Run 1, pin map:
Pins as bars across the die edge, other pins in grey.
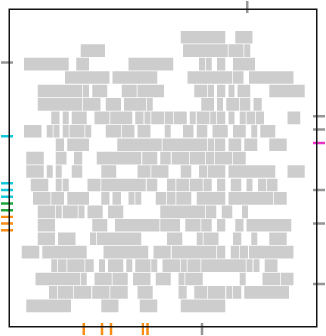
Run 1, register map, names as in the netlist:
Other sequential cells in the stronger grey, the rest of the logic in the fainter grey.
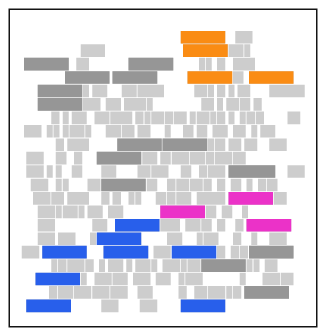
Run 1, clock nets:
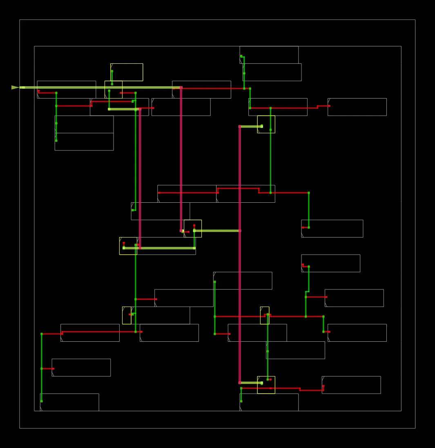
===== config.mk =====
export PLATFORM = sky130hd
export DESIGN_NAME = uart_tx_cfg_flat
export DESIGN_NICKNAME = d
export VERILOG_FILES = /design/src/rtl/uart_tx_cfg_if.sv /design/src/rtl/uart_tx_cfg.sv /design/src/flat_wrapper.sv
export SDC_FILE = /design/constraint.sdc
export NUM_CORES = 1
export LEC_CHECK = 0
export CAP_MARGIN = 20
export CORE_AREA = 2 2 60 62
export CTS_CLUSTER_SIZE = 30
export DETAILED_ROUTE_END_ITERATION = 10
export DIE_AREA = 0 0 62 64
export PLACE_DENSITY = 0.77
export SLEW_MARGIN = 20
export SYNTH_ARGS = -nofsm -noshare
export SYNTH_HDL_FRONTEND = slang
export SYNTH_SLANG_ARGS = --single-unit

===== constraint.sdc =====
create_clock -name clk -period 2.2 [get_ports clk]
set_input_delay 0.44 -clock clk [delete_from_list [all_inputs] [get_ports clk]]
set_output_delay 0.44 -clock clk [all_outputs]
set_load 0.05 [all_outputs]

===== src/rtl/uart_tx_cfg_if.sv =====
// Frame request handshake between a word source and the configurable UART transmitter.
// The source drives the data word and frame format; the transmitter returns ready.
interface uart_tx_cfg_if #(
    parameter int DBIT_MAX = 8
);
    logic                tx_valid;
    logic                tx_ready;
    logic [DBIT_MAX-1:0] tx_data;
    logic [3:0]          cfg_dbits;
    logic [1:0]          cfg_parity;
    logic                cfg_stop2;

    modport master (
        output tx_valid, tx_data, cfg_dbits, cfg_parity, cfg_stop2,
        input  tx_ready
    );

    modport slave (
        input  tx_valid, tx_data, cfg_dbits, cfg_parity, cfg_stop2,
        output tx_ready
    );
endinterface


===== src/rtl/uart_tx_cfg.sv =====
// UART transmitter with run-time frame format (5..DBIT_MAX data bits, parity, 1/2 stop).
// Format and data are latched when a frame is accepted; bit timing comes from s_tick.
module uart_tx_cfg #(
    parameter int DBIT_MAX = 8,
    parameter int SB_TICK  = 16
) (
    input  logic          clk,
    input  logic          rst_n,
    input  logic          s_tick,
    uart_tx_cfg_if.slave  bus,
    output logic          busy,
    output logic          tx_done_tick,
    output logic          tx
);
    localparam int         SW     = $clog2(SB_TICK);
    localparam logic [SW-1:0] S_LAST = SW'(SB_TICK - 1);
    localparam logic [3:0] D_MIN  = 4'd5;
    localparam logic [3:0] D_MAX  = 4'(DBIT_MAX);

    typedef enum logic [2:0] {
        IDLE,
        START,
        DATA,
        PARITY,
        STOP
    } state_e;

    state_e              state_q, state_d;
    logic [SW-1:0]       s_q, s_d;
    logic [3:0]          n_q, n_d;
    logic [3:0]          dbits_q, dbits_d;
    logic [DBIT_MAX-1:0] shift_q, shift_d;
    logic                par_en_q, par_en_d;
    logic                par_bit_q, par_bit_d;
    logic                stop2_q, stop2_d;
    logic                stop_cnt_q, stop_cnt_d;
    logic                tx_q, tx_d;
    logic                done_q, done_d;

    logic [3:0]          dbits_eff;
    logic                par_calc;
    logic                bit_end;

    // Clamp the requested width and fold only the bits that will actually be sent.
    always_comb begin
        dbits_eff = bus.cfg_dbits;
        if (bus.cfg_dbits < D_MIN)      dbits_eff = D_MIN;
        else if (bus.cfg_dbits > D_MAX) dbits_eff = D_MAX;
        par_calc = 1'b0;
        for (int i = 0; i < DBIT_MAX; i++) begin
            if (4'(i) < dbits_eff) par_calc = par_calc ^ bus.tx_data[i];
        end
    end

    assign bit_end = s_tick && (s_q == S_LAST);

    always_comb begin
        // NOTE: every target gets a default first so no path leaves a value unassigned (no latches).
        state_d    = state_q;
        s_d        = s_q;
        n_d        = n_q;
        dbits_d    = dbits_q;
        shift_d    = shift_q;
        par_en_d   = par_en_q;
        par_bit_d  = par_bit_q;
        stop2_d    = stop2_q;
        stop_cnt_d = stop_cnt_q;
        tx_d       = tx_q;
        done_d     = 1'b0;

        if (state_q != IDLE && s_tick && !bit_end) s_d = s_q + 1'b1;
        if (bit_end) s_d = '0;

        unique case (state_q)
            IDLE: begin
                tx_d = 1'b1;
                if (bus.tx_valid) begin
                    state_d   = START;
                    tx_d      = 1'b0;
                    s_d       = '0;
                    n_d       = '0;
                    dbits_d   = dbits_eff;
                    shift_d   = bus.tx_data;
                    par_en_d  = (bus.cfg_parity == 2'b01) || (bus.cfg_parity == 2'b10);
                    par_bit_d = (bus.cfg_parity == 2'b10) ? ~par_calc : par_calc;
                    stop2_d   = bus.cfg_stop2;
                end
            end
            START: begin
                if (bit_end) begin
                    state_d = DATA;
                    n_d     = '0;
                    tx_d    = shift_q[0];
                end
            end
            DATA: begin
                if (bit_end) begin
                    shift_d = shift_q >> 1;
                    if (n_q == dbits_q - 4'd1) begin
                        state_d    = par_en_q ? PARITY : STOP;
                        tx_d       = par_en_q ? par_bit_q : 1'b1;
                        stop_cnt_d = 1'b0;
                    end else begin
                        n_d  = n_q + 4'd1;
                        tx_d = shift_q[1];
                    end
                end
            end
            PARITY: begin
                if (bit_end) begin
                    state_d    = STOP;
                    tx_d       = 1'b1;
                    stop_cnt_d = 1'b0;
                end
            end
            STOP: begin
                if (bit_end) begin
                    if (stop2_q && !stop_cnt_q) begin
                        stop_cnt_d = 1'b1;
                    end else begin
                        state_d = IDLE;
                        done_d  = 1'b1;
                    end
                end
            end
            default: state_d = IDLE;
        endcase
    end

    always_ff @(posedge clk or negedge rst_n) begin
        // NOTE: sequential state uses non-blocking assignments so all flops update together.
        if (!rst_n) begin
            state_q    <= IDLE;
            s_q        <= '0;
            n_q        <= '0;
            dbits_q    <= '0;
            shift_q    <= '0;
            par_en_q   <= 1'b0;
            par_bit_q  <= 1'b0;
            stop2_q    <= 1'b0;
            stop_cnt_q <= 1'b0;
            tx_q       <= 1'b1;
            done_q     <= 1'b0;
        end else begin
            state_q    <= state_d;
            s_q        <= s_d;
            n_q        <= n_d;
            dbits_q    <= dbits_d;
            shift_q    <= shift_d;
            par_en_q   <= par_en_d;
            par_bit_q  <= par_bit_d;
            stop2_q    <= stop2_d;
            stop_cnt_q <= stop_cnt_d;
            tx_q       <= tx_d;
            done_q     <= done_d;
        end
    end

    assign bus.tx_ready  = (state_q == IDLE);
    assign busy          = (state_q != IDLE);
    assign tx            = tx_q;
    assign tx_done_tick  = done_q;
endmodule

===== src/flat_wrapper.sv =====
// flat-port wrapper written by rule: the top's interface ports become plain ports
module uart_tx_cfg_flat 
#(
    parameter int DBIT_MAX = 8,
    parameter int SB_TICK  = 16
)
  (clk, rst_n, s_tick, busy, tx_done_tick, tx, bus_tx_valid, bus_tx_data, bus_cfg_dbits, bus_cfg_parity, bus_cfg_stop2, bus_tx_ready);
  uart_tx_cfg_if #(.DBIT_MAX(DBIT_MAX)) bus_i ();
  input  logic clk;
  input  logic rst_n;
  input  logic s_tick;
  output logic busy;
  output logic tx_done_tick;
  output logic tx;
  input wire logic [$bits(bus_i.tx_valid)-1:0] bus_tx_valid;
  input wire logic [$bits(bus_i.tx_data)-1:0] bus_tx_data;
  input wire logic [$bits(bus_i.cfg_dbits)-1:0] bus_cfg_dbits;
  input wire logic [$bits(bus_i.cfg_parity)-1:0] bus_cfg_parity;
  input wire logic [$bits(bus_i.cfg_stop2)-1:0] bus_cfg_stop2;
  output wire logic [$bits(bus_i.tx_ready)-1:0] bus_tx_ready;
  assign bus_i.tx_valid = bus_tx_valid;
  assign bus_i.tx_data = bus_tx_data;
  assign bus_i.cfg_dbits = bus_cfg_dbits;
  assign bus_i.cfg_parity = bus_cfg_parity;
  assign bus_i.cfg_stop2 = bus_cfg_stop2;
  assign bus_tx_ready = bus_i.tx_ready;
  uart_tx_cfg #(.DBIT_MAX(DBIT_MAX), .SB_TICK(SB_TICK)) u_core (.clk(clk), .rst_n(rst_n), .s_tick(s_tick), .bus(bus_i), .busy(busy), .tx_done_tick(tx_done_tick), .tx(tx));
endmodule

==> flow_metrics.py, run 1 <==
# Physical implementation metrics
metrics = {
    "critical_path": {
        "timing.critical_path.arrival_ns": 1.65,
        "critical_path_launch_point_type": "flip-flop",
        "worst_ep_required_time_ns": 1.76,
        "crit_fanout": 2,
        "critical_path_class": "flip-flop to output port",
        "timing.critical_path.to_type": "output port",
        "rrSetupSlack_ns": 0.28,
        "r2r.worst_path.cells": 6,
        "timing.rr.end": "u_core.shift_q[7]",
        "cp-endpoint": "tx",
    },
    "grt": {
        "grt_max_degree": 30,
        "gr-max-usage-layer": "met2",
        "grt_util_met2": 0.336,
        "grt.overflow.total": 0,
        "grt_pass1_wl_um": 5860,
        "grt_antenna_before_repair": 0,
        "groute.layer.met3.usage": 0.0364,
        "first_global_vias": 1404,
        "track_usage": 0.198,
        "met1_usage": 0.227,
    },
    "die": {
        "core_region_area_mm2": 0.00328,
        "io_pins": 23,
    },
    "pwr": {
        "pwr-share-comb": 0.233,
        "p_seq_frac": 0.508,
        "net_switching_power_mw": 0.387,
        "p_seq_mw": 0.660,
        "post-layout-total-power_mw": 1.30,
        "intPower_mw": 0.912,
        "peak_ir_drop_on_the_vdd_network_uv": 422,
        "clkPwrFrac": 0.259,
        "p_comb_mw": 0.303,
        "power_leakage_nw": 0.919,
        "swShare": 0.298,
    },
    "final_layout": {
        "clock_buffer_count": 8,
        "mostFrequentLayoutCells": "sky130_fd_sc_hd__dfrtp_1 (28), sky130_fd_sc_hd__nand2_1 (21), sky130_fd_sc_hd__clkdlybuf4s50_1 (20)",
        "nNetsFinal": 237,
        "antennaDiodeCount": 0,
        "proportion_of_layout_cells_with_a_drive_suffix_above_1": 0.163,
        "inv_count": 6,
        "regArea_um2": 727,
        "sh_comb_area": 0.435,
        "n_multi_input_combinational_cell": 139,
        "final-instance-count-excl-fill": 261,
        "area_share_nonclk_buffers": 0.148,
        "num-nonclk-buffers": 33,
        "largest_reg_flops": 8,
    },
    "sta": {
        "worst-slew-pin-transition_ns": 0.492,
        "final_hold_viol_count": 0,
        "post-route-period-util": 0.952,
        "drv_slew": 0,
        "min_period_ns": 2.09,
        "unrepaired_setup_endpoints_after_global_routing": "false",
        "final_layout_worst_hold_slack_ns": 0.465,
        "finClkSkew_ns": 0.0146,
    },
    "drt": {
        "detail_route.wirelength.met1_um": 1410,
        "antenna_violating_nets_post_route": 0,
        "num_vias": 1426,
        "drt_iter0_markers": 66,
        "wirelength_um": 3340,
        "avgViaCountPerCell": 5.46,
        "first_pass_iters": 4,
        "post-route-drc-count": 0,
    },
    "synthesis": {
        "ys_top_cells_by_area": "sky130_fd_sc_hd__dfrtp_1 (41%), sky130_fd_sc_hd__xnor2_1 (6.6%), sky130_fd_sc_hd__nand2_1 (4.6%)",
        "post_synthesis_adder_cell_area_fraction": 0.0290,
        "synthTopLogicFamily": "simple AND/OR/NAND/NOR gates",
        "synth_xor_xnor_area_share": 0.0660,
        "top_cell_area_share": 0.406,
        "yosys_register_bits": 29,
        "enable_flop_cells": 0,
        "ys_sh_mux": 0.0493,
        "post_synth_and_or_nand_nor_area_fraction": 0.219,
        "asyncSetResetFlopFracSynth": 1.00,
        "mappedNetlistArea_mm2": 0.00173,
        "post_synth_inst_count": 181,
        "synthDominantAreaCellType": "sky130_fd_sc_hd__dfrtp_1",
        "netlist.top_cell.by_instances": "sky130_fd_sc_hd__dfrtp_1",
        "yosys.area_share.aoi": 0.165,
    },
    "cts": {
        "cts.htree.levels": 2,
        "worst_setup_hold_path_clk_slew_ns": 0.09,
        "cts_resized": 0,
        "cts_hold_buf": 0,
        "cts.root.buffer_cell": "sky130_fd_sc_hd__clkbuf_4",
        "cts_inserted_buffers": 5,
    },
    "run_status": {
        "outcome": "finished, final reports clean",
    },
    "run": {
        "max_cap_violations": 0,
        "openroad.warnings": 26,
    },
    "place": {
        "dpl.cell_count": 253,
        "dpl.hpwl_um": 2590,
    },
}
About 'pin map':
[orange] bus_tx_data | pins: 8 | direction: input | edge: 5 south, 3 west
[cyan] bus_cfg_dbits | pins: 4 | direction: input | edge: west
[green] bus_cfg_parity | pins: 2 | direction: input | edge: west
[magenta] bus_tx_valid | pins: 1 | direction: input | edge: east
die width: 62 um
PortBufs: 22
die height: 64 um

About 'register map, names as in the netlist':
[orange] u_core.s_q | flops: 4
[magenta] u_core.state_q | flops: 3
[blue] u_core.shift_q | flops: 8
not coloured: 14
final design utilization: 0.637
share of cell area taken by flip-flops and latches: 0.347

About 'clock nets':
CTS sink count: 29
Power Clock: 0.336 mW
layout sequential cell count: 29

==> run 2: changes to the inputs <==
Settings changed: CAP_MARGIN 20 to 5.
==> run 2 against run 1 <==
Against the previous run:
- wire length unchanged
- critical path depth unchanged
- clock-buffer cell count unchanged
- clock power about the same
- setup slack unchanged
- clock skew unchanged
- total power unchanged
- global-route usage unchanged
- worst hold slack unchanged
==> flow_metrics.py, run 2 <==
# Physical implementation metrics
metrics = {
    "pwr": {
        "power_leakage_nw": 0.919,
        "pwr-share-comb": 0.233,
        "clkPwrFrac": 0.259,
        "power_clock_mw": 0.336,
        "post-layout-total-power_mw": 1.30,
        "p_seq_mw": 0.660,
        "intPower_mw": 0.912,
        "peak_ir_drop_on_the_vdd_network_uv": 422,
        "swShare": 0.298,
        "p_comb_mw": 0.303,
    },
    "run_status": {
        "outcome": "finished, final reports clean",
    },
    "cts": {
        "cts.htree.levels": 2,
        "cts_resized": 0,
        "worst_setup_hold_path_clk_slew_ns": 0.09,
        "cts.root.buffer_cell": "sky130_fd_sc_hd__clkbuf_4",
        "cts_hold_buf": 0,
    },
    "drt": {
        "wirelength_um": 3340,
        "antenna_violating_nets_post_route": 0,
        "post-route-drc-count": 0,
        "drt_iter0_markers": 66,
        "first_pass_iters": 4,
        "avgViaCountPerCell": 5.46,
        "num_vias": 1426,
    },
    "synthesis": {
        "post_synth_and_or_nand_nor_area_fraction": 0.219,
        "post_synthesis_adder_cell_area_fraction": 0.0290,
        "enable_flop_cells": 0,
        "yosys.area_share.aoi": 0.165,
        "synthDominantAreaCellType": "sky130_fd_sc_hd__dfrtp_1",
        "synthTopLogicFamily": "simple AND/OR/NAND/NOR gates",
        "top_cell_area_share": 0.406,
        "synth_xor_xnor_area_share": 0.0660,
        "netlist.top_cell.by_instances": "sky130_fd_sc_hd__dfrtp_1",
        "post_synth_inst_count": 181,
        "ys_top_cells_by_area": "sky130_fd_sc_hd__dfrtp_1 (41%), sky130_fd_sc_hd__xnor2_1 (6.6%), sky130_fd_sc_hd__nand2_1 (4.6%)",
        "ys_sh_mux": 0.0493,
        "yosys_register_bits": 29,
        "asyncSetResetFlopFracSynth": 1.00,
        "mappedNetlistArea_mm2": 0.00173,
    },
    "grt": {
        "track_usage": 0.198,
        "grt_util_met2": 0.336,
        "first_global_vias": 1404,
        "grt_max_degree": 30,
        "grt.overflow.total": 0,
        "groute.layer.met3.usage": 0.0364,
        "met1_usage": 0.227,
        "grt_pass1_wl_um": 5860,
        "grt_antenna_before_repair": 0,
    },
    "place": {
        "port_buffers": 22,
        "dpl.hpwl_um": 2590,
        "dpl.cell_count": 253,
    },
    "critical_path": {
        "timing.critical_path.arrival_ns": 1.65,
        "critical_path_class": "flip-flop to output port",
        "timing.critical_path.to_type": "output port",
        "rrSetupSlack_ns": 0.28,
        "worst_ep_required_time_ns": 1.76,
        "critical_path_launch_point_type": "flip-flop",
        "timing.rr.end": "u_core.shift_q[7]",
        "cp_slowest_stage_delay_ns": 0.79,
    },
    "sta": {
        "min_period_ns": 2.09,
        "worst-slew-pin-transition_ns": 0.492,
        "drv_slew": 0,
        "final_layout_worst_hold_slack_ns": 0.465,
        "unrepaired_setup_endpoints_after_global_routing": "false",
        "post-route-period-util": 0.952,
        "slew_headroom": 0.671,
        "setup_total_negative_slack_ns": 0,
    },
    "final_layout": {
        "seq_cell_count": 29,
        "largest_reg_flops": 8,
        "num-nonclk-buffers": 33,
        "postLayoutCoreUtil": 0.637,
        "inv_count": 6,
        "sh_seq_area": 0.347,
        "proportion_of_layout_cells_with_a_drive_suffix_above_1": 0.163,
        "nNetsFinal": 237,
        "area_share_nonclk_buffers": 0.148,
        "n_multi_input_combinational_cell": 139,
        "final-instance-count-excl-fill": 261,
        "mostFrequentLayoutCells": "sky130_fd_sc_hd__dfrtp_1 (28), sky130_fd_sc_hd__nand2_1 (21), sky130_fd_sc_hd__clkdlybuf4s50_1 (20)",
        "sh_comb_area": 0.435,
    },
    "run": {
        "openroad.warnings": 26,
    },
    "die": {
        "die_w_um": 62,
        "io_pins": 23,
        "die_height_um": 64,
        "die_area_mm2": 0.00397,
        "core_region_area_mm2": 0.00328,
    },
}
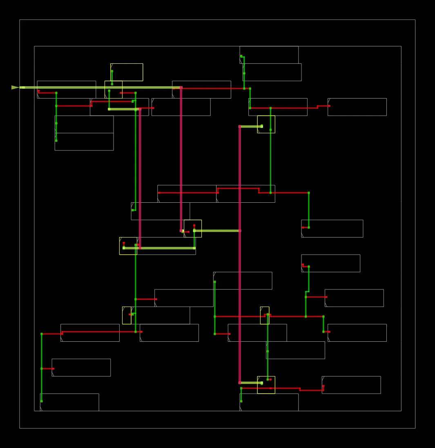
Run 2: clock nets
cts bufs inserted: 5
worst clock skew: 0.0146 ns
clock buffers: 8
insertion delay to the later sink of the worst-skew pair: 0.34 ns

No activity file was given, so power comes from the tool's default toggle rates.
